<file path="config.mk">
export PLATFORM = sky130hd
export DESIGN_NAME = noc_vc_credit_tracker
export DESIGN_NICKNAME = d
export VERILOG_FILES = /design/src/rtl/noc_vc_credit_tracker.sv
export SDC_FILE = /design/constraint.sdc
export NUM_CORES = 1
export LEC_CHECK = 0
export CORE_MARGIN = 3
export CORE_UTILIZATION = 45
export DETAILED_ROUTE_END_ITERATION = 10
export PLACE_DENSITY = 0.8
export SETUP_SLACK_MARGIN = 0.05
export SLEW_MARGIN = 5
export SYNTH_ARGS = -nofsm -noshare
export SYNTH_HDL_FRONTEND = slang
export SYNTH_SLANG_ARGS = --single-unit
</file>
<file path="constraint.sdc">
create_clock -name noc_clk -period 2.54 [get_ports noc_clk]
set_input_delay 0.635 -clock noc_clk [delete_from_list [all_inputs] [get_ports noc_clk]]
set_output_delay 0.635 -clock noc_clk [all_outputs]
set_load 0.01 [all_outputs]
</file>
<file path="src/rtl/noc_vc_credit_tracker.sv">
// Per-VC downstream credit counter and packet lock for one router output port.
// Optional sticky error flags (err_o) are built when NOC_CREDIT_CHECK_EN is defined.
module noc_vc_credit_tracker #(
   parameter int unsigned CHANNELS        = 2,
   parameter int unsigned DEPTH           = 4,
   parameter int unsigned START_THRESHOLD = 1,
   localparam int unsigned CW             = $clog2(DEPTH + 1)
) (
   input  logic                         noc_clk,
   input  logic                         noc_rst_n,
   input  logic                         i_clear,
   input  logic                         flit_valid,
   input  logic [CHANNELS-1:0]          flit_vc,
   input  logic                         flit_sop,
   input  logic                         flit_eop,
   input  logic [CHANNELS-1:0]          credit_return,
   output logic [CHANNELS-1:0]          vc_ready,
   output logic [CHANNELS-1:0]          vc_busy,
   output logic [CHANNELS-1:0][CW-1:0]  credit_count
`ifdef NOC_CREDIT_CHECK_EN
   ,
   output logic [CHANNELS-1:0]          err_o
`endif
);

   typedef enum logic {StIdle, StBusy} state_e;

   localparam logic [CW-1:0] MaxCred = CW'(DEPTH);
   localparam logic [CW-1:0] StartCred = CW'(START_THRESHOLD);

   state_e                        r_state [CHANNELS];
   state_e                        w_state_nxt [CHANNELS];
   logic   [CHANNELS-1:0][CW-1:0] r_cnt;
   logic   [CHANNELS-1:0][CW-1:0] w_cnt_nxt;
   logic   [CHANNELS-1:0]         w_send;
   logic                          w_onehot;

   // A flit with a malformed VC select is dropped entirely.
   assign w_onehot = (flit_vc != '0) && ((flit_vc & (flit_vc - 1'b1)) == '0);

   always_comb begin
      for (int i = 0; i < CHANNELS; i++) begin
         w_send[i]      = flit_valid & flit_vc[i] & w_onehot;
         w_cnt_nxt[i]   = r_cnt[i];
         w_state_nxt[i] = r_state[i];

         if (w_send[i] && !credit_return[i]) begin
            if (r_cnt[i] != '0) w_cnt_nxt[i] = r_cnt[i] - 1'b1;
         end else if (!w_send[i] && credit_return[i]) begin
            if (r_cnt[i] != MaxCred) w_cnt_nxt[i] = r_cnt[i] + 1'b1;
         end

         unique case (r_state[i])
            StIdle: if (w_send[i] && flit_sop && !flit_eop) w_state_nxt[i] = StBusy;
            StBusy: if (w_send[i] && !flit_sop && flit_eop) w_state_nxt[i] = StIdle;
            default: w_state_nxt[i] = StIdle;
         endcase
      end
   end

   always_ff @(posedge noc_clk or negedge noc_rst_n) begin
      if (!noc_rst_n) begin
         for (int i = 0; i < CHANNELS; i++) begin
            r_cnt[i]   <= MaxCred;
            r_state[i] <= StIdle;
         end
      end else if (i_clear) begin
         for (int i = 0; i < CHANNELS; i++) begin
            r_cnt[i]   <= MaxCred;
            r_state[i] <= StIdle;
         end
      end else begin
         for (int i = 0; i < CHANNELS; i++) begin
            r_cnt[i]   <= w_cnt_nxt[i];
            r_state[i] <= w_state_nxt[i];
         end
      end
   end

   always_comb begin
      for (int i = 0; i < CHANNELS; i++) begin
         vc_busy[i]      = (r_state[i] == StBusy);
         credit_count[i] = r_cnt[i];
         vc_ready[i]     = (r_state[i] == StBusy) ? (r_cnt[i] != '0) : (r_cnt[i] >= StartCred);
      end
   end

`ifdef NOC_CREDIT_CHECK_EN
   logic [CHANNELS-1:0] r_err;
   logic [CHANNELS-1:0] w_err_nxt;

   always_comb begin
      for (int i = 0; i < CHANNELS; i++) begin
         w_err_nxt[i] = r_err[i]
            | (w_send[i] & ~credit_return[i] & (r_cnt[i] == '0))
            | (~w_send[i] & credit_return[i] & (r_cnt[i] == MaxCred))
            | (w_send[i] & (r_state[i] == StIdle) & ~flit_sop)
            | (w_send[i] & (r_state[i] == StBusy) & flit_sop)
            | (flit_valid & ~w_onehot);
      end
   end

   always_ff @(posedge noc_clk or negedge noc_rst_n) begin
      if (!noc_rst_n) begin
         r_err <= '0;
      end else if (i_clear) begin
         r_err <= '0;
      end else begin
         r_err <= w_err_nxt;
      end
   end

   assign err_o = r_err;
`else
   // Without checking, saturation and drop behaviour are unchanged; no flags are kept.
`endif

endmodule
</file>
==> run summary <==
run metrics: Post-CTS Hold Buffers 0, slew at the pin closest to its max-slew limit between 300 and 400 ps, TritonCTS Buffers 3, worst min path class flip-flop to flip-flop, list of most frequent post-synthesis cells 8 x ha_1, 7 x a21oi_1, 7 x inv_1, CP Launch Type flip-flop, core footprint 1580 sq um, antenna violations before repair 0, EDFF count, synth 0, Filler Cell Count around 130, vias in the first global route between 700 and 800, Static Leak ~0.42 nW, Rel. slew slack 0.750, synth unique cells 38, synth-to-layout area growth 35.1%, count of input and output buffers 19, area share, top type 0.191, Flop area 204 sq um, Synth Instances approximately 92, number of diodes 0, Congestion Overflow GR 0, chip area 2290 sq um, die height between 40 and 50 um, Synth Seq Share 0.258, Arr. time, crit path ~1700 ps, DRT iter0 DRCs 22, Critical Path Max Stage Delay roughly 400 ps, final hold slack 628 ps, post-synthesis cell area about 790 sq um, width of the die between 40 and 50 um, Final TNS setup 0 ps, ys cells roughly 92, fp util 0.499, met1 Use GR 0.254, Worst setup EP type output pin, row count 14, final hold vios 0, Finished Layout Cells roughly 130, skew final roughly 0.16 ps, final total power 0.000631 W, Via Count ~790, max-cap viol count 0, PD cells about 600 nW/um^2, Crit path required time 1900 ps, final max-slew violation count 0, RSZ-0062 raised after global routing false, Crit Path Class flip-flop to output pin, clock sink count 8, Yosys warning total 0, OpenROAD warning count 32, Worst-path clk slew 50 ps, grt met3 use 0.0376, clk root buf clkbuf_4, Flops after synth 8, Worst path slowest cell dfrtp_1, share of layout cells above drive strength 1 0.198, # DRC 0, pin count of the biggest net entering global routing 11, Most Crowded Layer GR met2, post-synth top area cell dfrtp_1, main flop type dfrtp_1, post-layout util 0.675, Synth async-reset ratio 1.00, status completed, most frequent cell after synthesis ha_1, router iterations before antenna repair 4, first-pass GRT wire length around 3.0 mm, NumNets Final between 100 and 150, period utilization 0.927, Chip Area, Yosys 787 sq um, Max H-tree Level 1, Critical Path Fanout Max 4, final wirelength 1.88 mm, Final HPWL DP between 1 and 1.5 mm, final setup fails 0, biggest area cells dfrtp_1 19%, ha_1 13%, dfstp_2 6.7%, a21oi_1 4.5%, nand3b_1 3.8%, CTS tree yes, Avg Cell Area, Syn 8.55 sq um, Peak supply drop about 0.5 mV, CTS Buffer Depth 2, ANT nets after route 0, Placed Cells incl. Taps around 130, drt via density 5.95, syn_nets approximately 110, met2 Use GR 0.280, fin crit period around 2400 ps, Logic cell area around 560 sq um, critical-path cell list ha_1 -> nor4_2 -> a21oi_1 -> or2_2 -> dlygate4sd2_1, io pins 20, Max Freq about 420 MHz, gpl congestion 0.866
## critical path: cells and delay by family, from the launching register on
family,cells,cell delay (ps)
and+or+nand+nor,2,510
adders and majority gates,1,220
AOI/OAI and AO/OA,1,60
DFF,1,400
buffers and inverters,1,280
## placed cells by master, fill, tap and decap left out, types with 2 or more instances in the layout
cell type and n:
clkdlybuf4s50_1 17, inv_1 7, a21oi_1 7, ha_1 7, nand2_1 6, nor2_1 5
dfrtp_1 5, buf_4 5, nand3b_1 4, o21ai_0 4, nor3_1 4, nand3_1 3
a211oi_1 3, clkbuf_4 3, nor4_2 2, and4bb_2 2, nor4_1 2, nor2b_1 2
nor3b_1 2, a31oi_1 2, dfstp_2 2
## power breakdown
part / internal [W] / leakage [nW] / switching [W]
Sequential: 0.000149 / 0.100 / 0.0000195
Clock: 0.0000539 / 0.0138 / 0.0000412
Combinational: 0.000178 / 0.308 / 0.000190
## registers in the layout, indices dropped and copies added, names as in the netlist
name / flops
credit_count: 6
vc_busy: 2
## what timing repair did
item | CTS | global route
setup buffers | 2 | 0
endpoints found under the setup margin | 2 | 1
gates resized | 3 | 3
hold endpoints to repair | 0 | 0
## per-stage QoR
step           worst slack, ps  area (sq um)
6_report                   185          1060
5_1_grt                   56.1          1060
4_1_cts                   50.6          1050
3_5_place_dp               156          1010
3_3_place_gp               260          1010
2_1_floorplan              610           787
## cells by family after synthesis
| logic type | Yosys count | share of synthesized area |
|---|---|---|
| AND/OR/NAND/NOR | 40 | 0.329 |
| AND-OR/OR-AND | 24 | 0.211 |
| buffers and inverters | 10 | 0.0493 |
| adder cells (fa/ha/maj) | 8 | 0.127 |
| flip-flops | 8 | 0.258 |
| XOR/XNOR | 1 | 0.0111 |
| multiplexers | 1 | 0.0143 |
## path summary, 6_finish.rpt
kind                       slack (ps)              end  cells past startpoint             from
setup / recovery                  180      vc_ready[1]                      5  credit_count[3]
hold / removal                    630       vc_busy[1]                      2       vc_busy[1]
setup reg to reg                  700  credit_count[4]                      5  credit_count[3]
hold reg to reg                   630       vc_busy[1]                      2       vc_busy[1]
max in group asynchronous        1590  credit_count[5]                      1        noc_rst_n
min in group asynchronous         650  credit_count[1]                      1        noc_rst_n
## layer usage
layer / vias up / share of wire
met3: 5 / 0.043
li1: 396 / -
met1: 364 / 0.48
met5: - / 0
met4: 0 / 0.020
met2: 21 / 0.45
## final cells by class
class / count / area share
multi-input combinational: 74 / 0.528
inverter: 7 / 0.0247
tap: 16 / 0.0188
clock buffer: 3 / 0.0212
timing repair buffer: 24 / 0.215
sequential: 8 / 0.192
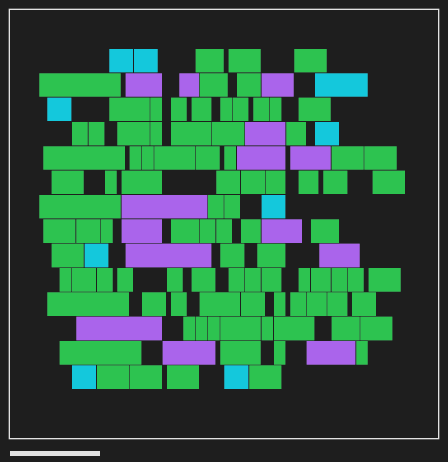
Fig. 1. Cell sizes after repair.
The bar under the picture is 10 um long.
legend:
  purple:
    size: x2
    cells: 14
  cyan:
    size: x3 and x4
    cells: 9
    most_used: buf_4
  green:
    size: x1 and smaller
    cells: 93
    most_used: clkdlybuf4s50_1

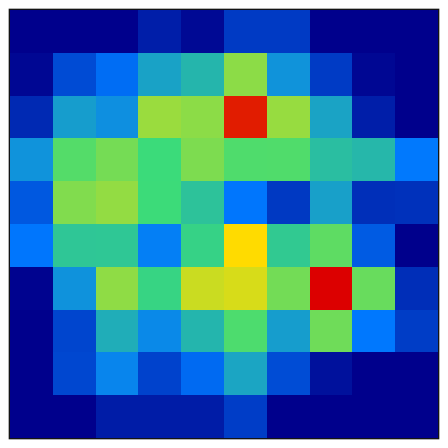
Fig. 2. Routed metal per tile.
The die is cut into 10 by 10 equal tiles; dark blue is low, red is high, scaled to the fullest tile. Values are wire area over tile area, all layers added.
fullest tile: 0.47
nearly empty tiles: 23%
mean over tiles: 0.13
emptiest ninth of the die: top right
tiles over half the peak: 22%
wire per inst: 14.2 um
gr usage total: 0.191

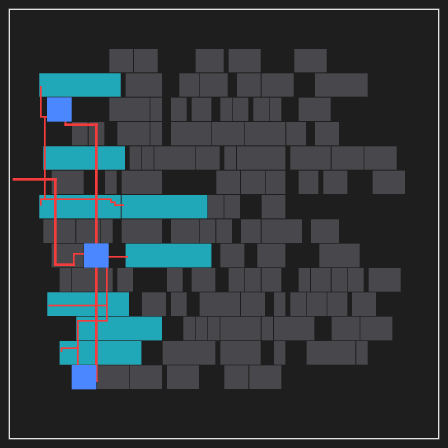
Fig. 3. Routed clock nets over the placement.
legend:
  cyan:
    item: flip-flops
    count: 8
  blue:
    item: clock-net drivers
    count: 3
  red:
    item: clock wires
    length: 109 um
routed clock nets: 4
clock share of power: 0.151
clk ins delay skew pair: 250 ps

Power is estimated from default activity; no workload was simulated.
